--- config.mk ---
export PLATFORM = sky130hd
export DESIGN_NAME = mac_sub_job_sequencer
export DESIGN_NICKNAME = d
export VERILOG_FILES = /design/src/rtl/mac_sub_job_sequencer.sv
export SDC_FILE = /design/constraint.sdc
export NUM_CORES = 1
export LEC_CHECK = 0
export CAP_MARGIN = 5
export CORE_ASPECT_RATIO = 0.75
export CORE_MARGIN = 1
export CORE_UTILIZATION = 31
export DETAILED_ROUTE_END_ITERATION = 8
export PLACE_DENSITY_LB_ADDON = 0.3
export SLEW_MARGIN = 5
export SYNTH_ARGS = -nofsm -noshare
export SYNTH_HDL_FRONTEND = slang
export SYNTH_SLANG_ARGS = --single-unit
export TNS_END_PERCENT = 10
--- constraint.sdc ---
create_clock -name clk -period 17.4 [get_ports clk]
set_clock_uncertainty 0.15 [all_clocks]
set_input_delay 1.74 -clock clk [delete_from_list [all_inputs] [get_ports clk]]
set_output_delay 1.74 -clock clk [all_outputs]
set_load 0.02 [all_outputs]
--- src/rtl/mac_sub_job_sequencer.sv ---
// Job sequencer for a registered 20x18 multiply-subtract accumulator (acc = acc - a*b).
// A job is a command (init, length), a stream of operand pairs, a pipeline drain, then one result.
module mac_sub_job_sequencer #(
  parameter int A_W   = 20,
  parameter int B_W   = 18,
  parameter int ACC_W = 38,
  parameter int CNT_W = 8
) (
  input  logic             clk,
  input  logic             reset,
  input  logic             cmd_valid,
  output logic             cmd_ready,
  input  logic [CNT_W-1:0] cmd_len,
  input  logic [ACC_W-1:0] cmd_init,
  input  logic             op_valid,
  output logic             op_ready,
  input  logic [A_W-1:0]   op_a,
  input  logic [B_W-1:0]   op_b,
  output logic             res_valid,
  input  logic             res_ready,
  output logic [ACC_W-1:0] res_data,
  output logic             res_wrap,
  output logic             busy
);

  typedef enum logic [1:0] {
    S_IDLE,
    S_RUN,
    S_DRAIN,
    S_DONE
  } state_t;

  state_t           r_state;
  state_t           w_next;
  logic [A_W-1:0]   r_a;
  logic [B_W-1:0]   r_b;
  logic             r_s1_vld;
  logic [CNT_W-1:0] r_rem;
  logic [ACC_W-1:0] r_acc;
  logic             r_wrap;
  logic [ACC_W-1:0] w_prod;
  logic             w_cmd_hs;
  logic             w_op_hs;

  assign w_cmd_hs = cmd_valid & cmd_ready;
  assign w_op_hs  = op_valid & op_ready;
  assign w_prod   = ACC_W'(r_a) * ACC_W'(r_b);

  // NOTE: state registers use non-blocking assignments so every flop samples pre-edge values.
  always_ff @(posedge clk or posedge reset) begin
    if (reset) r_state <= S_IDLE;
    else       r_state <= w_next;
  end

  // NOTE: every output of this block gets a default first, otherwise a latch is inferred.
  // Ready/busy decode from state alone, so no valid input reaches them combinationally.
  always_comb begin
    w_next    = r_state;
    cmd_ready = 1'b0;
    op_ready  = 1'b0;
    res_valid = 1'b0;
    busy      = 1'b1;
    case (r_state)
      S_IDLE: begin
        cmd_ready = 1'b1;
        busy      = 1'b0;
        if (cmd_valid) w_next = (cmd_len == '0) ? S_DONE : S_RUN;
      end
      S_RUN: begin
        op_ready = 1'b1;
        if (op_valid && r_rem == CNT_W'(1)) w_next = S_DRAIN;
      end
      S_DRAIN: w_next = S_DONE;
      S_DONE: begin
        res_valid = 1'b1;
        if (res_ready) w_next = S_IDLE;
      end
      default: w_next = S_IDLE;
    endcase
  end

  // Stage 1 captures operands; stage 2 applies the term on the following edge.
  always_ff @(posedge clk or posedge reset) begin
    if (reset) begin
      r_a      <= '0;
      r_b      <= '0;
      r_s1_vld <= 1'b0;
      r_rem    <= '0;
      r_acc    <= '0;
      r_wrap   <= 1'b0;
    end else begin
      r_s1_vld <= w_op_hs;
      if (w_op_hs) begin
        r_a   <= op_a;
        r_b   <= op_b;
        r_rem <= r_rem - CNT_W'(1);
      end
      if (w_cmd_hs) begin
        r_acc  <= cmd_init;
        r_wrap <= 1'b0;
        r_rem  <= cmd_len;
      end else if (r_s1_vld) begin
        // Borrow out of the modulo subtraction is exactly product > accumulator.
        r_acc  <= r_acc - w_prod;
        r_wrap <= r_wrap | (w_prod > r_acc);
      end
    end
  end

  assign res_data = r_acc;
  assign res_wrap = r_wrap;

endmodule

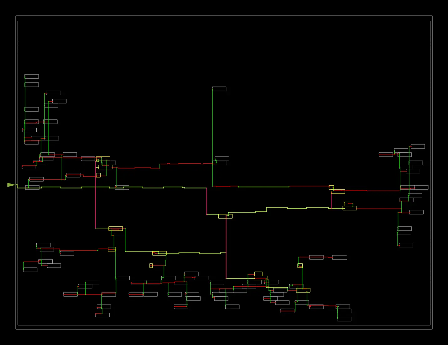
**Above:** run 1 (clock wiring as the flow saved it).
Clock Latency Late Sink: 0.38 ns

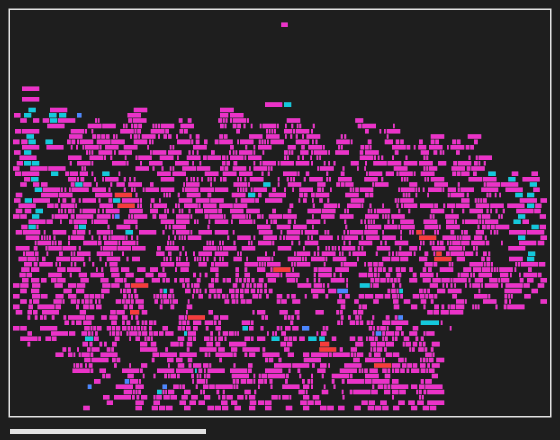
**Above:** run 1 (sizing map).
Bar = 100 um.
| size | color | cells | share |
|---|---|---|---|
| x2 | cyan | 50 | 2.5% |
| x3 and x4 | blue | 9 | 0.44% |
| x1 and smaller | magenta | 1968 | 96% |
| x6 and larger | red | 13 | 0.64% |

==> results.toml, run 1 <==
# physical design summary
[floorplanning]
die_w_um = 276
placeableCoreArea_um2 = 55000
fp-row-count = 74
chipArea_um2 = 57300
io-pin-count = 132

[cells_and_area]
design.seq.count = 88
comb.multi_input.count = 1418
top_cell_excl_fill_tap = "inv_1"
multi_input_comb_area_um2 = 13400
finalInstanceArea_um2 = 19600
top_area_cell_class = "combinational gates"
clkbuf_count = 11
sequential_share_of_cell_area = 0.112
comb_area_share = 0.685
layout.non_clock_inverters = 383
n_fill_cell = 5664
nNonClkBuffers = 135
instances_no_fill = 2762

[job]
warnings = 30

[final_timing]
timing.slew.headroom = 0.218
tns_ns = 0
rsz0062_at_grt = "no"
worstMarginPinSlew_ns = 1.17

[min_path]
holdPathStages = 2
timing.hold.worst_endpoint = "res_wrap$_DFFE_PP0P_"
worst_hold_path_type = "reg2reg"

[yosys]
synthMostInstantiatedCell = "inv_1"
postSynthRegisterBits = 88
netlist_area_um2 = 17500
simple_gate_share = 0.156
yosys_warnings = 0
synthAdderAreaFrac = 0.443
post_synth_most_frequent_cells = "382 x inv_1, 294 x nand2_1, 289 x fa_1"
synth_cell_types = 62
area_fraction_in_compound_gates_after_synthesis = 0.0950
synth.mux.area_fraction = 0.0394
top_area_cell_types = "fa_1 33%, dfrtp_1 13%, ha_1 11%"
postSynthSeqShare = 0.126
netlist.top_cell.by_area = "fa_1"

[clock_network]
cts_sinks = 88
cts.root.buffer_cell = "clkbuf_16"
cts_tree = "done"
cts-htree-levels = 3
post-cts-setup-buffers = 0
clkTransAtPathRegs_ns = 0.08
clockBufferDepth = 2

[worst_setup_path]
worstReg2RegStart = "r_b[4]$_DFFE_PP0P_"
reg2reg_setup_slack_ns = 7.91
endpoint_of_the_most_critical_setup_path = "res_data[37]$_DFFE_PP0P_"
cp_max_fanout = 21
critPathMostFrequentCell = "fa_1"
r2r.worst_path.cells = 28
worstReg2RegEnd = "res_data[37]$_DFFE_PP0P_"

[placed_design]
post_dp_cell_area_um2 = 19300
placed_wire_length_estimate_after_detailed_placement_um = 38800
place.port_buffers = 131

[drt]
initialDrtViolationCount = 873

[status]
outcome = "finished clean"

[grt]
met2_usage = 0.263
grt_max_degree = 81
antenna_found_initial = 1
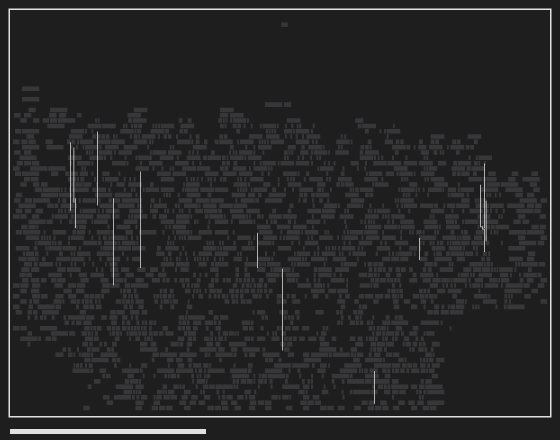
**Above:** run 1 (met4 routing).
Bar = 100 um.
nets with wire on the layer: 11
share of all routed wire: 0.80%
wire length on this layer: 383 um
Routed Wire Length: 47700 um
total vias in the final route: 13500

**Run 1: wiring by layer**

Only two layers are drawn.
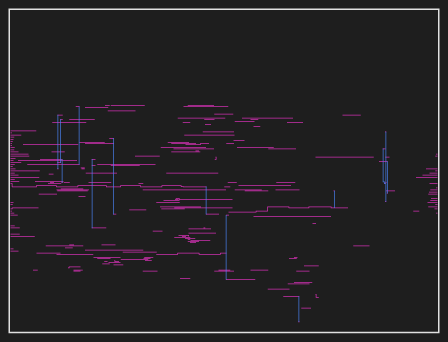

--- run 2 (diff from run 1) ---
Clock period 17.4 ns to 7.9 ns, I/O delays scaled along.
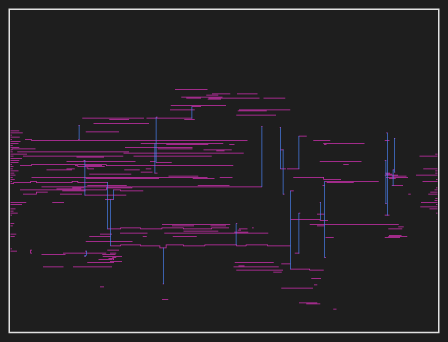
**Above:** run 2 (wiring by layer).
Only two layers are drawn.
| layer | color | wire length |
|---|---|---|
| M4 | blue | 558 um |
| M3 | magenta | 3370 um |

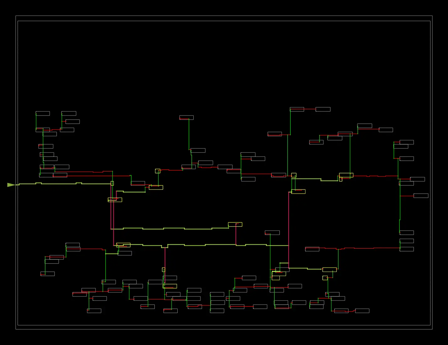
**Above:** run 2 (clock wiring as the flow saved it).
sinks on the clock net: 88
# clk buffers: 10
sequential cell count: 88
number of buffers created by CTS: 9

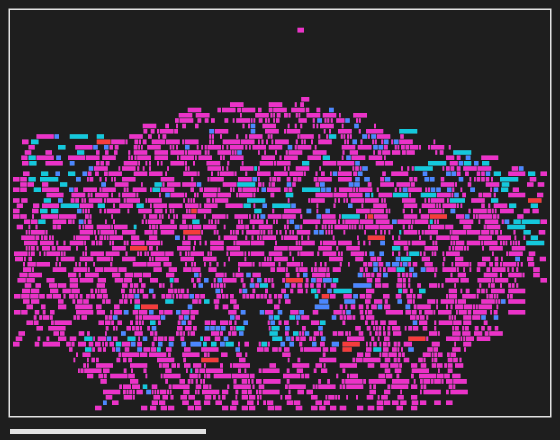
**Above:** run 2 (sizing map).
Bar = 100 um.
| size | color | cells | share |
|---|---|---|---|
| x2 | cyan | 99 | 4.5% |
| x3 and x4 | blue | 179 | 8.1% |
| x6 and larger | red | 15 | 0.68% |
| x1 and smaller | magenta | 1912 | 87% |

==> run 2 against run 1 <==
Compared with the run above: critical path depth is 4 higher; worst hold slack worse by 0.0017 ns; register-to-register slack worse by 7.9 ns; global-route usage is 0.19 points higher; critical endpoint is now res_data[34]$_DFFE_PP0P_; synthesized cell count stayed put; clock-buffer cell count is 1 lower; first-iteration DRC count is 8.8% lower; critical path type unchanged; flip-flop count stayed put; worst setup slack worse by 7.9 ns; routed wire length is 1.0% higher.
==> results.toml, run 2 <==
# physical design summary
[status]
outcome = "finished clean"

[yosys]
postSynthSeqShare = 0.126
post_synth_most_frequent_cells = "382 x inv_1, 294 x nand2_1, 289 x fa_1"
netlist_instances = 1990
postSynthRegisterBits = 88
enable_flop_cells = 0
netlist.top_cell.by_area = "fa_1"
ys_chip_area_um2 = 17500
area_fraction_in_compound_gates_after_synthesis = 0.0950
simple_gate_share = 0.156
synthMostInstantiatedCell = "inv_1"
xor_share = 0.0361
synth_stat.cells = 1990
synth_cell_types = 62
post-synth-top-area-fraction = 0.332
synthAdderAreaFrac = 0.443
top_area_cell_types = "fa_1 33%, dfrtp_1 13%, ha_1 11%"
netlist_area_um2 = 17500
yosys_warnings = 0
synth.mux.area_fraction = 0.0394

[cells_and_area]
top_cell_excl_fill_tap = "inv_1"
comb.multi_input.count = 1418
instances_no_fill = 2928
most_frequent_logic_cells_in_the_routed_design = "379 x inv_1, 294 x nand2_1, 286 x fa_1"
comb_area_share = 0.646
sequential_share_of_cell_area = 0.106
layout.non_clock_inverters = 383
finalInstanceArea_um2 = 21100
syn_to_final_growth_pct = 20.7
fin_util = 0.383
n_fill_cell = 5637
nNonClkBuffers = 300
layout.area.seq_um2 = 2220
num_antenna_cells = 1
top_area_cell_class = "combinational gates"
multi_input_comb_area_um2 = 13600

[drt]
via_count = 14100
drt-pass1-iter-count = 5
initialDrtViolationCount = 796
sum_of_routed_wire_segments_on_met1_um = 23700
routed_wl_um = 48200

[worst_setup_path]
critPathMostFrequentCell = "fa_1"
delay_contributed_by_the_slowest_stage_of_the_critical_path_ns = 0.57
r2r.worst_path.cells = 32
cp_max_fanout = 7
endpoint_of_the_most_critical_setup_path = "res_data[34]$_DFFE_PP0P_"
worstReg2RegEnd = "res_data[34]$_DFFE_PP0P_"
reg2reg_setup_slack_ns = 0.02
critical_path.slowest_cell = "fa_1"
worstReg2RegStart = "r_b[8]$_DFFE_PP0P_"
setup.worst_path.class = "reg2reg"

[placed_design]
place.port_buffers = 131
post_dp_cell_area_um2 = 20500
placed_wire_length_estimate_after_detailed_placement_um = 41300

[final_timing]
setup_ws_ns = 0.0205
timing.final.setup_violations = 0
hold_slack_ns = 0.405
worstMarginPinSlew_ns = 0.764
rsz0062_at_grt = "yes"
tns_ns = 0
timing.slew.headroom = 0.490

[grt]
grt_max_degree = 81
grt_pass1_vias = 14700
grt_first_pass_wirelength_um = 78100
met2_usage = 0.250
antenna_found_initial = 0
grt_util_all_layers = 0.173

[min_path]
timing.hold.worst_endpoint = "r_state[1]$_DFFE_PP0P_"
worst_hold_path_type = "reg2reg"
holdPathStages = 2

[floorplanning]
chipArea_um2 = 57300
io-pin-count = 132
die_w_um = 276
placeableCoreArea_um2 = 55000
fp-row-count = 74

[clock_network]
post-cts-setup-buffers = 4
cts_tree = "done"
clkTransAtPathRegs_ns = 0.08
clockBufferDepth = 2
cts.root.buffer_cell = "clkbuf_16"
clock_insertion_delay_worst_skew_ns = 0.38
cts-htree-levels = 3

[job]
warnings = 32
**Run 2: signal wires on met2**

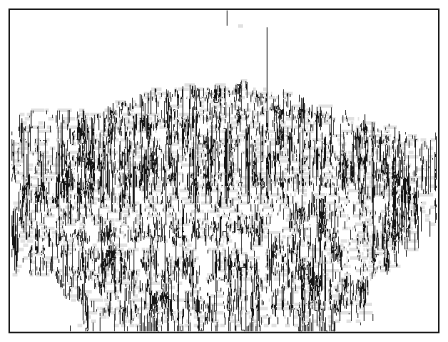

--- run 3 (diff from run 2) ---
Settings changed: CORE_MARGIN 1 to 1.5, GPL_ROUTABILITY_DRIVEN set to 0.
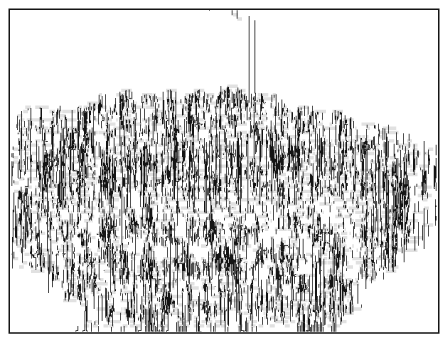
**Above:** run 3 (signal wires on met2).
main direction: vertical
wire length on this layer: 21.0 mm
met2 track demand over resource: 0.261
Routed Wire Length: 48500 um
total vias in the final route: 14100

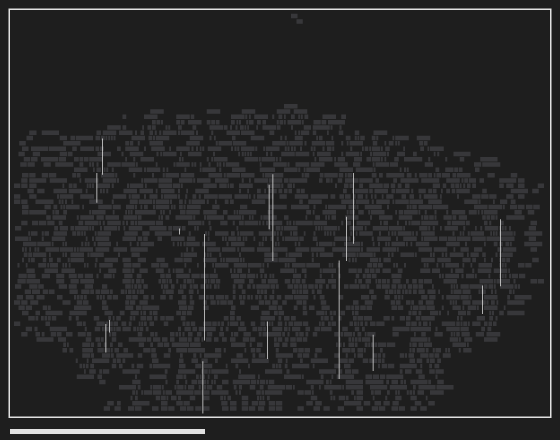
**Above:** run 3 (met4 routing).
Bar = 100 um.
wire length on this layer: 409 um
longest straight run: 60.5 um
share of all routed wire: 0.84%

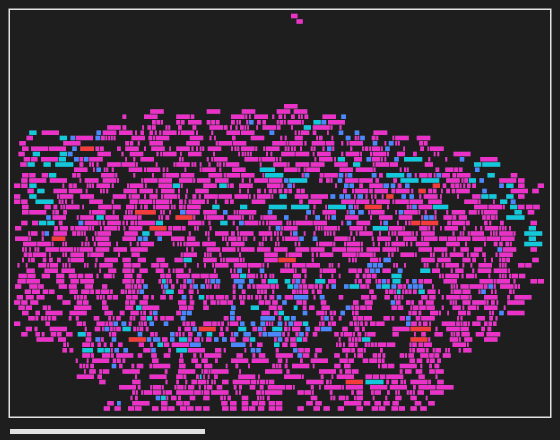
**Above:** run 3 (sizing map).
Bar = 100 um.
| size | color | cells | share |
|---|---|---|---|
| x2 | cyan | 97 | 4.4% |
| x1 and smaller | magenta | 1910 | 87% |
| x3 and x4 | blue | 173 | 7.9% |
| x6 and larger | red | 17 | 0.77% |

==> run 3 against run 2 <==
Compared with the run above: worst hold slack about the same; utilization decreased by 0.40 points; synthesized area unchanged; cell count about the same; highest routed layer unchanged; sequential share of layout area about the same; synthesized cell count unchanged.
==> results.toml, run 3 <==
# physical design summary
[placed_design]
place.port_buffers = 131
placed_wire_length_estimate_after_detailed_placement_um = 41000
post_dp_cell_area_um2 = 20500

[cells_and_area]
multi_input_comb_area_um2 = 13700
n_fill_cell = 5685
sequential_share_of_cell_area = 0.105
comb_area_share = 0.647
top_area_cell_class = "combinational gates"
comb.multi_input.count = 1418
fin_util = 0.379
instances_no_fill = 2930
num_antenna_cells = 2
layout.non_clock_inverters = 383
layout.area.seq_um2 = 2220
most_frequent_logic_cells_in_the_routed_design = "381 x inv_1, 294 x nand2_1, 286 x fa_1"
design.seq.count = 88
layout.clock.cell_area_share = 0.0153
top_cell_excl_fill_tap = "inv_1"
syn_to_final_growth_pct = 21.1
clkbuf_count = 12
nNonClkBuffers = 292
finalInstanceArea_um2 = 21100

[status]
outcome = "finished clean"

[yosys]
post-synth-top-area-fraction = 0.332
netlist_area_um2 = 17500
synthMostInstantiatedCell = "inv_1"
yosys_warnings = 0
top_area_cell_types = "fa_1 33%, dfrtp_1 13%, ha_1 11%"
area_fraction_in_compound_gates_after_synthesis = 0.0950
xor_share = 0.0361
ys_async_sr_fraction = 1.00
synthAdderAreaFrac = 0.443
netlist_instances = 1990
ys_chip_area_um2 = 17500
netlist.top_cell.by_area = "fa_1"
synth.mux.area_fraction = 0.0394
postSynthSeqShare = 0.126
postSynthRegisterBits = 88
synth_cell_types = 62
enable_flop_cells = 0
post_synth_most_frequent_cells = "382 x inv_1, 294 x nand2_1, 289 x fa_1"
synth_stat.cells = 1990
simple_gate_share = 0.156

[worst_setup_path]
worstReg2RegEnd = "res_data[37]$_DFFE_PP0P_"
timing.critical_path.buf_inv = 8
r2r.worst_path.cells = 32
reg2reg_setup_slack_ns = 0.08
critical_path.slowest_cell = "fa_1"
endpoint_of_the_most_critical_setup_path = "res_data[37]$_DFFE_PP0P_"
setup.worst_path.class = "reg2reg"
delay_contributed_by_the_slowest_stage_of_the_critical_path_ns = 0.53
cp_max_fanout = 6
worstReg2RegStart = "r_b[6]$_DFFE_PP0P_"

[final_timing]
rsz0062_at_grt = "yes"
hold_slack_ns = 0.404
worstMarginPinSlew_ns = 0.771
timing.final.setup_violations = 0
finalHoldViolCount = 0
timing.slew.headroom = 0.486
tns_ns = 0
setup_ws_ns = 0.0768

[drt]
initialDrtViolationCount = 817
drt-pass1-iter-count = 7
sum_of_routed_wire_segments_on_met1_um = 24500

[job]
warnings = 31

[clock_network]
clkTransAtPathRegs_ns = 0.08
post-cts-setup-buffers = 6
cts_made_buffers = 9
cts-htree-levels = 3
cts_sinks = 88
cts-hold-fix-buffers = 0
clockBufferDepth = 2
clock_insertion_delay_worst_skew_ns = 0.38
cts_tree = "done"
cts.root.buffer_cell = "clkbuf_16"

[grt]
grt_pass1_vias = 14800
grt_first_pass_wirelength_um = 79300
grt_util_met1 = 0.262
antenna_found_initial = 2
grt_max_degree = 81
grt_overflow_total = 0
grt_util_all_layers = 0.173

[min_path]
timing.hold.worst_endpoint = "res_wrap$_DFFE_PP0P_"
worst_hold_path_type = "reg2reg"
holdPathStages = 2

[floorplanning]
die_w_um = 277
placeableCoreArea_um2 = 55700
fp-row-count = 75
chipArea_um2 = 57700
io-pin-count = 132
